Placement by cell class:
Scale bar: 20 um. Fill, decap, tap and diode cells in gray.
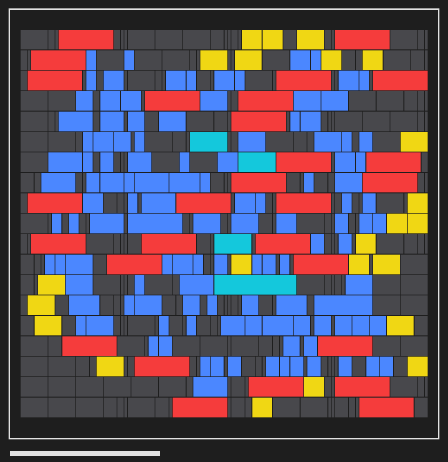
Met1 routing:
Supply wires on this layer in gray.
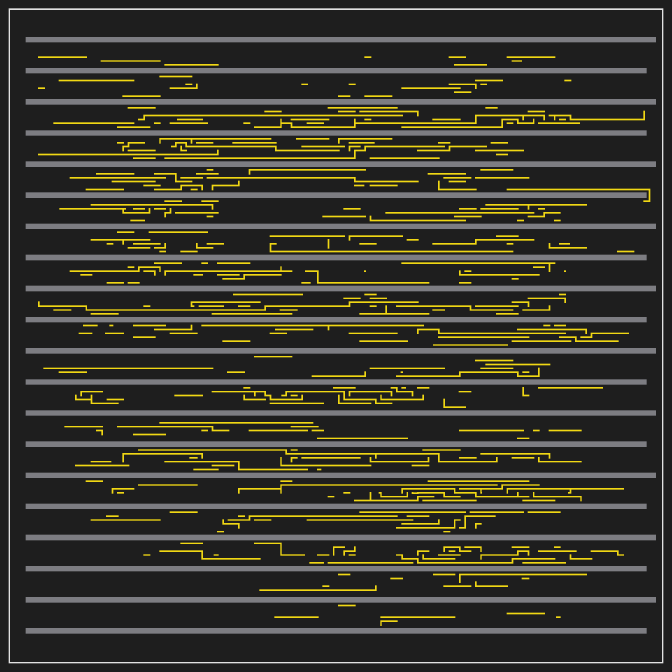
Congestion heat map:
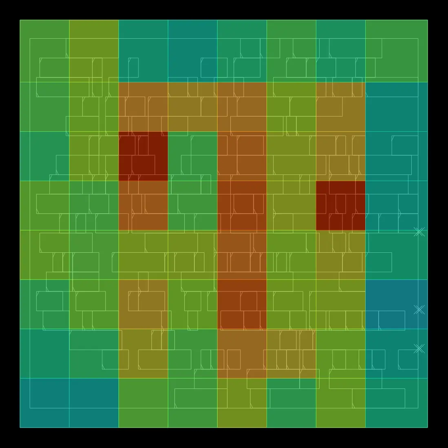
Port wiring:
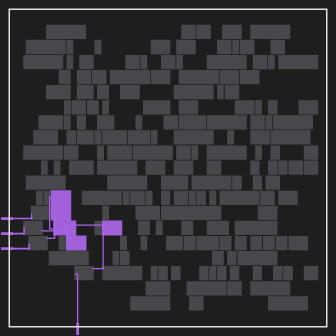
[src/rtl/divisor_restador_4bit_pkg.sv]
// Shared definitions for the restoring divider: FSM state encoding and default width.
package paquete_divisor;

  localparam int WIDTH_DEF = 4;

  typedef enum logic [1:0] {
    ST_IDLE = 2'd0,
    ST_CALC = 2'd1,
    ST_DONE = 2'd2
  } estado_t;

endpackage

[src/rtl/paso_division.sv]
// One combinational iteration of the restoring divider: shift {rem,quo} left,
// attempt rem - B at WIDTH+1 bits, keep the difference only if it did not borrow.
import paquete_divisor::*;

module paso_division #(
  parameter int WIDTH = WIDTH_DEF
) (
  input  logic [WIDTH:0]   rem,
  input  logic [WIDTH-1:0] quo,
  input  logic [WIDTH-1:0] B,
  output logic [WIDTH:0]   rem_next,
  output logic [WIDTH-1:0] quo_next,
  output logic             borrow
);

  logic [WIDTH:0] rem_sh;
  logic [WIDTH:0] trial;

  // The remainder never exceeds B-1, so the top bit shifted out of rem is always zero.
  assign rem_sh   = (rem << 1) | {{WIDTH{1'b0}}, quo[WIDTH-1]};
  assign trial    = rem_sh - {1'b0, B};
  assign borrow   = trial[WIDTH];
  assign rem_next = borrow ? rem_sh : trial;
  assign quo_next = (quo << 1) | {{(WIDTH-1){1'b0}}, ~borrow};

endmodule

[src/rtl/divisor_restador_4bit.sv]
// Sequential restoring divider: unsigned A / B over WIDTH iterations, one per clock.
//
// state   | meaning
// --------+-------------------------------------------------------------
// ST_IDLE | waiting for start; operands sampled on the accepting edge
// ST_CALC | one shift/trial-subtract per edge, cnt counts down to 1
// ST_DONE | done pulse for one cycle with Q/R valid, then back to IDLE
import paquete_divisor::*;

module divisor_restador_4bit #(
  parameter int WIDTH = WIDTH_DEF,
  localparam int CNT_W = $clog2(WIDTH + 1)
) (
  input  logic             clk,
  input  logic             rst,
  input  logic             start,
  input  logic [WIDTH-1:0] A,
  input  logic [WIDTH-1:0] B,
  output logic             busy,
  output logic             done,
  output logic [WIDTH-1:0] Q,
  output logic [WIDTH-1:0] R,
  output logic             div_zero
);

  estado_t          state;
  logic [CNT_W-1:0] cnt;
  logic [WIDTH-1:0] b_q;
  logic [WIDTH:0]   rem_q;
  logic [WIDTH-1:0] quo_q;

  logic [WIDTH:0]   rem_next;
  logic [WIDTH-1:0] quo_next;
  logic             borrow;

  paso_division #(.WIDTH(WIDTH)) u_paso (
    .rem      (rem_q),
    .quo      (quo_q),
    .B        (b_q),
    .rem_next (rem_next),
    .quo_next (quo_next),
    .borrow   (borrow)
  );

  // FSM, iteration counter and result registers; outputs are registered with the state.
  always_ff @(posedge clk) begin
    if (rst) begin
      state    <= ST_IDLE;
      cnt      <= '0;
      b_q      <= '0;
      rem_q    <= '0;
      quo_q    <= '0;
      Q        <= '0;
      R        <= '0;
      busy     <= 1'b0;
      done     <= 1'b0;
      div_zero <= 1'b0;
    end else begin
      case (state)
        ST_IDLE: begin
          done <= 1'b0;
          if (start) begin
            if (B == '0) begin
              Q        <= '1;
              R        <= A;
              div_zero <= 1'b1;
              done     <= 1'b1;
              state    <= ST_DONE;
            end else begin
              b_q      <= B;
              rem_q    <= '0;
              quo_q    <= A;
              cnt      <= CNT_W'(WIDTH);
              div_zero <= 1'b0;
              busy     <= 1'b1;
              state    <= ST_CALC;
            end
          end
        end
        ST_CALC: begin
          rem_q <= rem_next;
          quo_q <= quo_next;
          cnt   <= cnt - 1'b1;
          if (cnt == CNT_W'(1)) begin
            // Final quotient bit taken directly from this step's borrow.
            Q     <= {quo_next[WIDTH-1:1], ~borrow};
            R     <= rem_next[WIDTH-1:0];
            busy  <= 1'b0;
            done  <= 1'b1;
            state <= ST_DONE;
          end
        end
        ST_DONE: begin
          done  <= 1'b0;
          state <= ST_IDLE;
        end
        default: begin
          busy  <= 1'b0;
          done  <= 1'b0;
          state <= ST_IDLE;
        end
      endcase
    end
  end

endmodule

[config.mk]
export PLATFORM = sky130hd
export DESIGN_NAME = divisor_restador_4bit
export DESIGN_NICKNAME = d
export VERILOG_FILES = /design/src/rtl/divisor_restador_4bit_pkg.sv /design/src/rtl/paso_division.sv /design/src/rtl/divisor_restador_4bit.sv
export SDC_FILE = /design/constraint.sdc
export NUM_CORES = 1
export LEC_CHECK = 0
export CORE_UTILIZATION = 47
export CTS_BUF_LIST = sky130_fd_sc_hd__clkbuf_8
export CTS_CLUSTER_SIZE = 25
export DETAILED_ROUTE_END_ITERATION = 12
export MAX_ROUTING_LAYER = met4
export PLACE_DENSITY_LB_ADDON = 0.12
export SYNTH_ARGS = -nofsm -noshare
export SYNTH_HDL_FRONTEND = slang
export SYNTH_HIERARCHICAL = 1
export SYNTH_SLANG_ARGS = --single-unit
export TNS_END_PERCENT = 1
[constraint.sdc]
create_clock -name clk -period 3 [get_ports clk]
set_input_delay 0.6 -clock clk [delete_from_list [all_inputs] [get_ports clk]]
set_output_delay 0.6 -clock clk [all_outputs]
set_load 0.1 [all_outputs]
==> run summary <==
yosys + openroad results -> outcome finished, violations left, violated checks DRC, chip footprint 0.00325 mm2, Syn Area/Cell 9.11 um2, cell-by-cell trace of the critical path inv_1 > ha_1 > inv_1 > fa_1 > a21oi_1 > o21bai_1 > ha_1 > nand3b_1 > or3_1 > nand4_1 > mux2i_1 > a211oi_1, power share of the clock group a little under a third, worst ir drop on vdd ~0.27 mV, final RePlAce weighted congestion 0.881, clock insertion delay at the later pin of the skew report around 280 ps, number of clock sinks 28, DR vias 1111, Worst Hold Path Cells 2, reg2reg path depth 12, Max stage delay cell, worst path ha_1, H-tree Lvls 1, relative slew slack 59.0%, cts hold-fix bufs 0, worst-path fanout max 9, vias in the first global route 1018, R2R setup slack approximately 380 ps, longest individual stage delay on the worst path between 400 and 500 ps, post-detailed-route via-to-cell ratio 5.47, maximum clock rate approximately 380 MHz, endpoint of the worst register-to-register path R[3], number of buffer and inverter instances along the worst setup path 2, Area Overhead vs Synth 16.9%, final worst path period need ~2600 ps, clock edge transition at the registers on the reported setup and hold paths roughly 100 ps, Clock Skew 8.08 ps, max-capacitance violation count 0, buffers from clock root to sink, at most 2, final routed wire length divided by cell count between 10 and 15 um, endpoint type of the worst setup path flop, final-report max-slew violation count 0, internal power of the cells 0.681 mW, initial cell density of the core 50.7%, number of detailed-route iterations in the first pass 8, cell type group with the largest total delay on the critical path adder cells, aggregate global routing overflow 0, total wire length roughly 2800 um, final tally of hold violations 0, largest net degree at the start of global routing 17, HP Start busy, Static Leak around 0.7 nW, first-pass GRT wire length 4600 um, number of standard cells after synthesis between 150 and 200, initial antenna violation count 0, area of the core region 0.00281 mm2, power density normalized to cell area between 500 and 600 mW/mm2, worst hold path endpoint busy, Comb power frac a little over a quarter, final sum of negative setup slack 0 ps, Floorplan Nets ~180, CP Class flop to flop, final number of setup-violating endpoints 0, share of power burned in registers about 43%, number of placed I/O pins 22, Critical Path Source Type flop, RSZ-0062 raised after global routing false, number of buffers inserted to repair setup after CTS 0, number of warning messages in the logs 28, crit path DAT 2820 ps, slew of the pin with the lowest slew margin 616 ps, number of nets with antenna violations after routing 0, number of filler cells placed in the layout between 200 and 300, number of buffer cells added on primary ports 21, period utilisation layout a little under 90%, remaining design rule violation count 6, Die X between 50 and 60 um, synthesized cell area 0.00142 mm2, number of buffers inserted during clock tree synthesis 3, worst reg2reg path startpoint quo_q[3], grt peak-use layer met2, post_cts resized 0, number of warnings reported in the yosys synthesis log 6, worst path required time approximately 3200 ps, met2 demand-to-capacity share in global routing 27.9%, CTS tree built, final HPWL from detailed placement approximately 2100 um, share of post-route cells with drive strength above 1 15.1%, ant diodes 0, reported net switching power 0.306 mW, Total Power Consumption 0.987 mW, initial detailed-routing violation count 25, vertical die dimension roughly 57 um, class of the tightest hold or removal check flop to flop, fraction of power spent switching nets a little under a third, Net count, final roughly 190, row cnt 19, root cell of the clock tree clkbuf_8
About 'placement by cell class':
Cyan shows clock drivers and dummy loads, cells 4. Blue shows combinational and other logic, cells 117. Yellow shows remaining buffers and delay cells, cells 23. Red shows sequential cells, cells 28.

About 'met1 routing':
The longest straight run is 22.5 um. The wires run mostly horizontal. 172 nets have wire on it. The layer holds 51% of the routed length. The layer carries 1400 um of wire.

About 'congestion heat map':
aggregate global-route resource usage: 18.5%
grt met1 use: 25.5%
GR Layer Usage met3: 2.95%
end-of-flow core utilization: 59.2%

About 'port wiring':
Purple shows B, bits 4, direction input, end cells 5, wire 59.2 um.

metrics by stage:
step                util (%)  std cells  instance area [um2]  hold slack (ps)  setup slack [ps]
global route            59.2        203                 1660              497               153
CTS                     59.2        203                 1660              469               376
detailed placement      56.7        199                 1590              452               410
finish                  59.2        203                 1660              464               376
global placement        56.7        199                 1590              447               499
floorplan                  -        156                 1420              463               607
flip-flops by register name (all words and copies together), names as in the netlist:
name      cells
state         2
done          1
busy          1
Q             4
rem_q         4
quo_q         4
cnt           3
b_q           4
R             4
div_zero      1
placed cells by master, fill, tap and decap left out, drive strengths merged, types with 7 or more instances in the layout:
| master | count |
|---|---|
| a21oi | 11 |
| mux2i | 13 |
| dfxtp | 28 |
| ha | 7 |
| nor2 | 25 |
| inv | 9 |
| buf | 13 |
| nor3 | 8 |
| clkdlybuf4s50 | 10 |
| a211oi | 9 |
tightest hold or removal path, delay by kind of cell (launching register included):
kind               cells  cell delay [ps]
and+or+nand+nor        1               50
AOI/OAI and AO/OA      1               50
DFF                    1              320
worst max-delay path by stage:
stage	start	to	depth (start not counted)
floorplan	quo_q[3]	R[3]	13
finish	quo_q[3]	R[3]	12
global placement	quo_q[3]	R[3]	12
CTS	quo_q[3]	R[3]	12
detailed placement	quo_q[3]	R[3]	12
global route	quo_q[3]	R[3]	12
power groups by stage:
stage          clock network (mW)  logic, mW  registers (mW)
2_1_floorplan                   0      0.177           0.473
3_3_place_gp                    0      0.264           0.429
3_5_place_dp                    0      0.269           0.430
4_1_cts                     0.305      0.270           0.422
5_1_grt                     0.316      0.295           0.426
6_report                    0.297      0.268           0.422
layer usage:
metal	part of all wire, %	vias up
li1	-	581
met1	51	506
met2	45	18
met3	3.0	6
met4	1.6	0
met5	0	-
layout make-up:
class / count / area, um2 / area share [%]
clock inverter: 1 / 30.0 / 1.81
inverter: 9 / 33.8 / 2.03
tap: 31 / 38.8 / 2.33
sequential: 28 / 561 / 33.7
timing repair buffer: 23 / 198 / 11.9
multi-input combinational: 108 / 759 / 45.7
clock buffer: 3 / 41.3 / 2.48
Power figures rest on the tool's default switching activity, not on a simulated workload.
